==> config.mk <==
export PLATFORM = sky130hd
export DESIGN_NAME = pla_dump_sequencer_flat
export DESIGN_NICKNAME = d
export VERILOG_FILES = /design/src/rtl/pla_dump_pkg.sv /design/src/rtl/pla_dump_sequencer_if.sv /design/src/rtl/pla_in_sync.sv /design/src/rtl/pla_dump_sequencer.sv /design/src/flat_wrapper.sv
export SDC_FILE = /design/constraint.sdc
export NUM_CORES = 1
export LEC_CHECK = 0
export CAP_MARGIN = 5
export CORE_MARGIN = 8
export CORE_UTILIZATION = 41
export DETAILED_ROUTE_END_ITERATION = 16
export MAX_ROUTING_LAYER = met4
export PLACE_DENSITY_LB_ADDON = 0.3
export SETUP_SLACK_MARGIN = 0.2
export SLEW_MARGIN = 20
export SYNTH_ARGS = -nofsm -noshare
export SYNTH_HDL_FRONTEND = slang
export SYNTH_HIERARCHICAL = 1
export SYNTH_SLANG_ARGS = --single-unit
==> constraint.sdc <==
create_clock -name clk -period 3.7 [get_ports clk]
set_input_delay 0.37 -clock clk [delete_from_list [all_inputs] [get_ports clk]]
set_output_delay 0.37 -clock clk [all_outputs]
set_load 0.1 [all_outputs]
Fig. 1: run 1, M1 wires
Supply wires on this layer in grey.
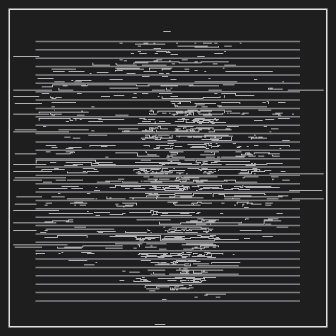
The layer carries 2990 um of wire. The wires run mostly horizontal. The layer holds 44% of the routed length. 291 nets have wire on it. The longest straight run is 23.9 um.
final WL: 6730 um
grt met1 use: 0.1689

Fig. 2: run 1, signal wires on met2
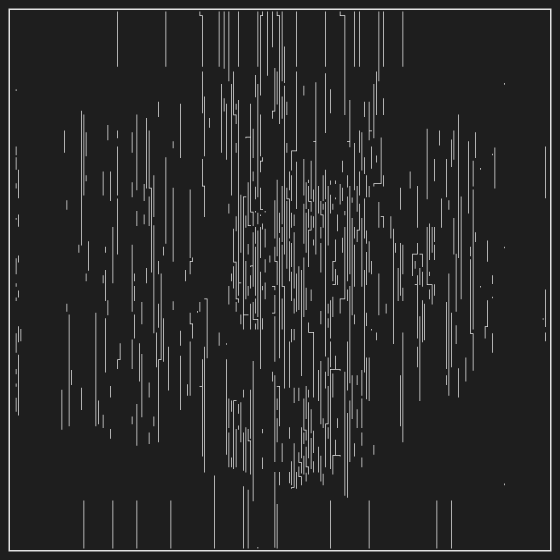
The layer carries 3220 um of wire. The layer holds 48% of the routed length. The longest straight run is 37.1 um. The wires run mostly vertical.
Vias: 2144
Global Route met2 Usage: 0.2183

Fig. 3: run 1, met3 routing
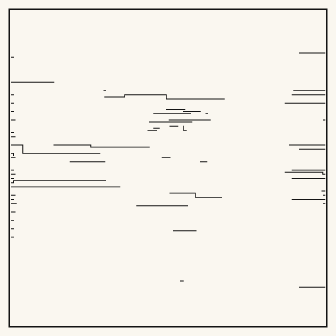
The longest straight run is 35.2 um. The layer holds 6.5% of the routed length. The layer carries 438 um of wire. The wires run mostly horizontal. 49 nets have wire on it.
GR Layer Usage met3: 0.04929

==> flow_summary.yaml, run 1 <==
# yosys + openroad results
final_timing:
  maxSlewHeadroom: 0.3338
  max_freq_mhz: 407.6
  finClkSkew_ps: 8.342
  setup_tns_ps: 0
  finalSetupViolations: 0
  rsz0062_at_grt: "false"
  finalHoldWorstSlack_ps: 353.4
  hold_viol_final: 0
  drv_slew: 0
  tightest_slew_ps: 996.2
  min_period_ps: 2454
  period_used_share: 0.6631
  final.setup.worst_slack_ps: 1246
layout:
  inverters: 8
  syn2layout_area_growth_pct: 23.62
  clkbuf_count: 12
  final_area_mm2: 0.003811
  n_fill_cell: 662
  mostFrequentLayoutCells: "64 x dfrtp_1, 54 x clkdlybuf4s50_1, 24 x mux2_2, 16 x conb_1, 14 x nand2_1"
  final_util: 0.5254
  comb_cells: 171
  lay_top_count: "dfrtp_1"
  nets: 328
  clock_area_frac: 0.06074
  ff_count: 64
  ff_latch_area_mm2: 0.001602
  insertedDiodeCount: 0
  seq_share: 0.4202
  mi_logic_area_mm2: 0.001252
  largest_class: "sequential cells"
  comb_area_share: 0.3286
  instances_no_fill: 416
  n_all_buffers: 58
  drive_above_1_share: 0.1987
  nonClkBufAreaFrac: 0.1497
power_and_ir_drop:
  p_sw_uw: 654.0
  p_seq_frac: 0.411
  internal_power_mw: 1.269
  p_clk_uw: 687
  p_seq_uw: 789
  largestPowerGroup: "sequential cells"
  p_comb_uw: 446
  pwr-share-clk: 0.357
  power_switching_share: 0.3402
  comb_power_share: 0.232
  max-vdd-ir-drop_v: 0.0002891
  fin_total_pwr_mw: 1.923
  static-leakage-power_nw: 1.648
  power.density_mw_per_mm2: 504.5
hold_path:
  min_path_cells: 0
  hold_path_class: "flip-flop to flip-flop"
worst_setup_path:
  critPathSlowestCell: "clkdlybuf4s50_1"
  cp.required_ps: 3330
  crit_chain: "clkdlybuf4s50_1"
  crit_fanout: 10
  max_stage_delay_ps: 1200
  r2r_slack_ps: 1640
  worst-r2r-cell-count: 4
  arrival_ps: 2080
  cp-end-kind: "output port"
  crit_family: "buffers and inverters"
  crit_type: "flip-flop to output port"
  worst_setup_path_start_kind: "flip-flop"
  worstSetupPathDepth: 1
  path_buffers: 1
yosys:
  area_leaders: "dfrtp_1 52%, mux2_2 8.8%, buf_4 4.4%"
  top_area_frac: 0.5195
  ys_seq_share: 0.5195
  yosys.area_share.simple: 0.1733
  ys.flop_type: "dfrtp_1"
  ys_chip_area_mm2: 0.003083
  synth-async-reset-ratio: 1.000
  ys_sh_mux: 0.09740
  syn_inst: 257
  synth_cell_types: 58
  compound_area_frac: 0.09050
  ys_cells: 257
  top_cell: "dfrtp_1"
  xor_share: 0.01136
  synth_warnings: 6
  ys_sh_adder: 0.01218
  syn_avg_cell_area_um2: 12.00
  yosys.area.top_type: "dfrtp_1"
  synth_flop_count: 64
  syn_area_mm2: 0.003083
  top_cells_by_count: "64 x dfrtp_1, 24 x mux2_2, 18 x buf_4, 14 x nand2_1, 13 x o21ai_0"
  edf_count: 0
  topCombFamilyByArea: "simple AND/OR/NAND/NOR gates"
detailed_routing:
  wl_per_cell_um: 16.18
  dr.pass1.iters: 4
  met2WireLength_um: 3222
  met3WireLength_um: 438
  ant_nets: 0
  wl_met1_um: 2988
  drc: 0
  viasPerCell: 5.154
  highest_layer: "met4"
  drtIter0Drc: 177
placement:
  dp.cells: 400
  dp_hpwl_um: 4698
  preCtsSetupSlack_ps: 1385
  portBuffers: 55
  placed_area_mm2: 0.003578
  gp_congestion: 0.8507
cts:
  clk_pin_slew_ps: 70
  htreeDepth: 3
  cts_resized: 0
  clockBufferDepth: 2
  cts_root_buffer: "clkbuf_8"
  cts_buffers: 9
  cts_hold_buf: 0
  clk_latency_ps: 340
  clkSinkCount: 64
  cts_setup_buffers: 0
  cts_tree: "done"
floorplan:
  fp.coreArea_mm2: 0.007253
  placementRows: 31
  die_w_um: 102.7
  ioPinCount: 72
  die_area_mm2: 0.01055
  tap_cells: 99
  fp_util: 0.4250
  die_h_um: 102.7
global_route:
  grt_max_degree: 49
  grt_usage: 0.1420
  grt_overflow_total: 0
  grt-busiest-layer: "met2"
  grt_pass1_wl_um: 11240
  antenna_found_initial: 0
  grt_pass1_vias: 2225
job:
  warnings: 27
  cap_violations: 0
run_status:
  run_status: "complete, no violations"
==> run 1 -> run 2 <==
==> constraint.sdc (replaced) <==
create_clock -name clk -period 2.4 [get_ports clk]
set_input_delay 0.24 -clock clk [delete_from_list [all_inputs] [get_ports clk]]
set_output_delay 0.24 -clock clk [all_outputs]
set_load 0.1 [all_outputs]
==> flow_summary.yaml, run 2 <==
# yosys + openroad results
layout:
  drive_above_1_share: 0.3913
  nets: 333
  final_area_mm2: 0.003757
  largest_class: "sequential cells"
  comb_cells: 171
  ff_count: 64
  nonClkBufAreaFrac: 0.1405
  inverters: 8
  instances_no_fill: 421
  n_all_buffers: 63
  seq_share: 0.4309
  n_fill_cell: 651
  syn2layout_area_growth_pct: 21.87
  comb_area_share: 0.3340
  clkbuf_count: 9
  mi_logic_area_mm2: 0.001255
  clock_area_frac: 0.05361
  ff_latch_area_mm2: 0.001619
  lay_top_count: "dfrtp_1"
  insertedDiodeCount: 0
  mostFrequentLayoutCells: "50 x dfrtp_1, 49 x buf_4, 24 x mux2_2, 16 x conb_1"
final_timing:
  min_period_ps: 1894
  setup_tns_ps: 0
  max_freq_mhz: 528.0
  finalSetupViolations: 0
  period_used_share: 0.7892
  rsz0062_at_grt: "false"
  maxSlewHeadroom: 0.6238
  drv_slew: 0
  finalHoldWorstSlack_ps: 279.5
  final.setup.worst_slack_ps: 505.9
power_and_ir_drop:
  comb_power_share: 0.256
  static-leakage-power_nw: 1.732
  p_clk_uw: 952
  power.density_mw_per_mm2: 762.7
  internal_power_mw: 1.810
  largestPowerGroup: "sequential cells"
  pwr-share-clk: 0.332
  p_seq_frac: 0.412
  max-vdd-ir-drop_v: 0.0005491
  p_comb_uw: 734
  fin_total_pwr_mw: 2.866
  p_seq_mw: 1.18
  power_switching_share: 0.3684
worst_setup_path:
  r2r_slack_ps: 510
  arrival_ps: 2170
  worstSetupPathDepth: 6
  crit_type: "flip-flop to flip-flop"
  worst-r2r-cell-count: 6
  cp.required_ps: 2670
  path_buffers: 0
  critPathSlowestCell: "dfrtp_2"
  crit_family: "simple AND/OR/NAND/NOR gates"
  crit_fanout: 7
  max_stage_delay_ps: 420
  cp-end-kind: "flip-flop"
  crit_chain: "ha_1 > nand3_1 > nor4_4 > and3_1 > nand3b_2 > mux2i_1"
hold_path:
  hold_path_class: "input pin to asynchronous set/reset pin"
placement:
  dp.cells: 405
  dp_hpwl_um: 4700
  placed_area_mm2: 0.003556
  portBuffers: 55
  preCtsSetupSlack_ps: 320.3
  gp_congestion: 0.8819
yosys:
  yosys.area.top_type: "dfrtp_1"
  ys.flop_type: "dfrtp_1"
  synth_flop_count: 64
  ys_seq_share: 0.5195
  syn_inst: 257
  ys_sh_mux: 0.09740
  top_cells_by_count: "64 x dfrtp_1, 24 x mux2_2, 18 x buf_4, 14 x nand2_1, 13 x o21ai_0"
  synth_cell_types: 58
  xor_share: 0.01136
  area_leaders: "dfrtp_1 52%, mux2_2 8.8%, buf_4 4.4%"
  ys_cells: 257
  ys_sh_adder: 0.01218
  ys_chip_area_mm2: 0.003083
  compound_area_frac: 0.09050
  syn_area_mm2: 0.003083
  topCombFamilyByArea: "simple AND/OR/NAND/NOR gates"
  syn_avg_cell_area_um2: 12.00
  top_cell: "dfrtp_1"
  synth_warnings: 6
  yosys.area_share.simple: 0.1733
  top_area_frac: 0.5195
  synth-async-reset-ratio: 1.000
  edf_count: 0
job:
  cap_violations: 0
  warnings: 27
cts:
  cts_root_buffer: "clkbuf_8"
  cts_hold_buf: 0
  clockBufferDepth: 2
  clk_pin_slew_ps: 70
  cts_buffers: 9
  htreeDepth: 3
  cts_resized: 0
  clk_latency_ps: 360
floorplan:
  ioPinCount: 72
  fp.coreArea_mm2: 0.007253
  die_h_um: 102.7
  die_w_um: 102.7
  placementRows: 31
  die_area_mm2: 0.01055
  fp_util: 0.4250
  tap_cells: 99
global_route:
  grt_overflow_total: 0
  grtUsageMet1: 0.1672
  grt_use_met3: 0.04862
  grt_pass1_vias: 2262
  grt-busiest-layer: "met2"
  gr-usage-met2: 0.2098
  grt_pass1_wl_um: 11140
detailed_routing:
  wl_met1_um: 2962
  drc: 0
  viasPerCell: 5.164
  drtIter0Drc: 160
  highest_layer: "met4"
  met3WireLength_um: 494
  dr.pass1.iters: 5
  ant_nets: 0
run_status:
  run_status: "complete, no violations"
Fig. 4: run 2, routed metal per tile
The bar under the picture is 20 um long. 21 x 21 tiles, from dark purple (low) to yellow (high), scaled to the fullest tile. Values are wire area over tile area, all layers added.
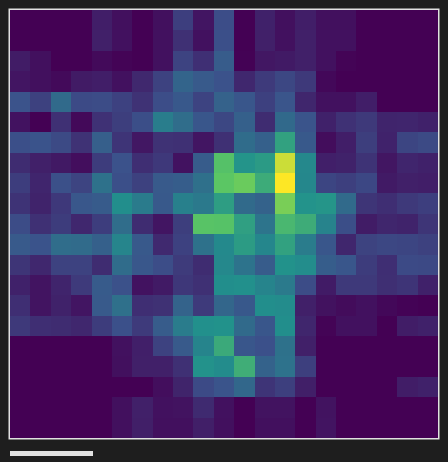
5.7% of the tiles are over half the peak. The densest ninth of the die: middle. The emptiest ninth of the die: bottom right. 23% of the tiles are nearly empty.
final WL: 6582 um
GRT Total Usage: 0.1404
Wirelength per Cell: 15.63 um
Vias: 2174

Fig. 5: run 2, clock wiring as the flow saved it
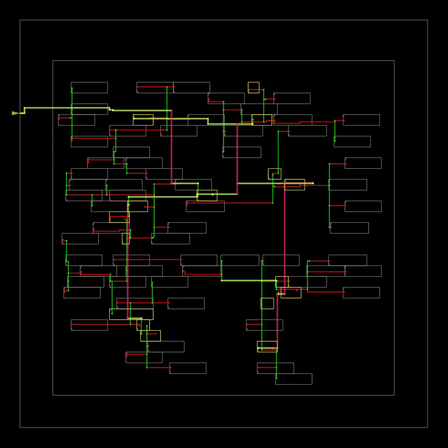
clock skew after layout: 10.46 ps
CTS Sinks: 64

Power is estimated from default activity; no workload was simulated.
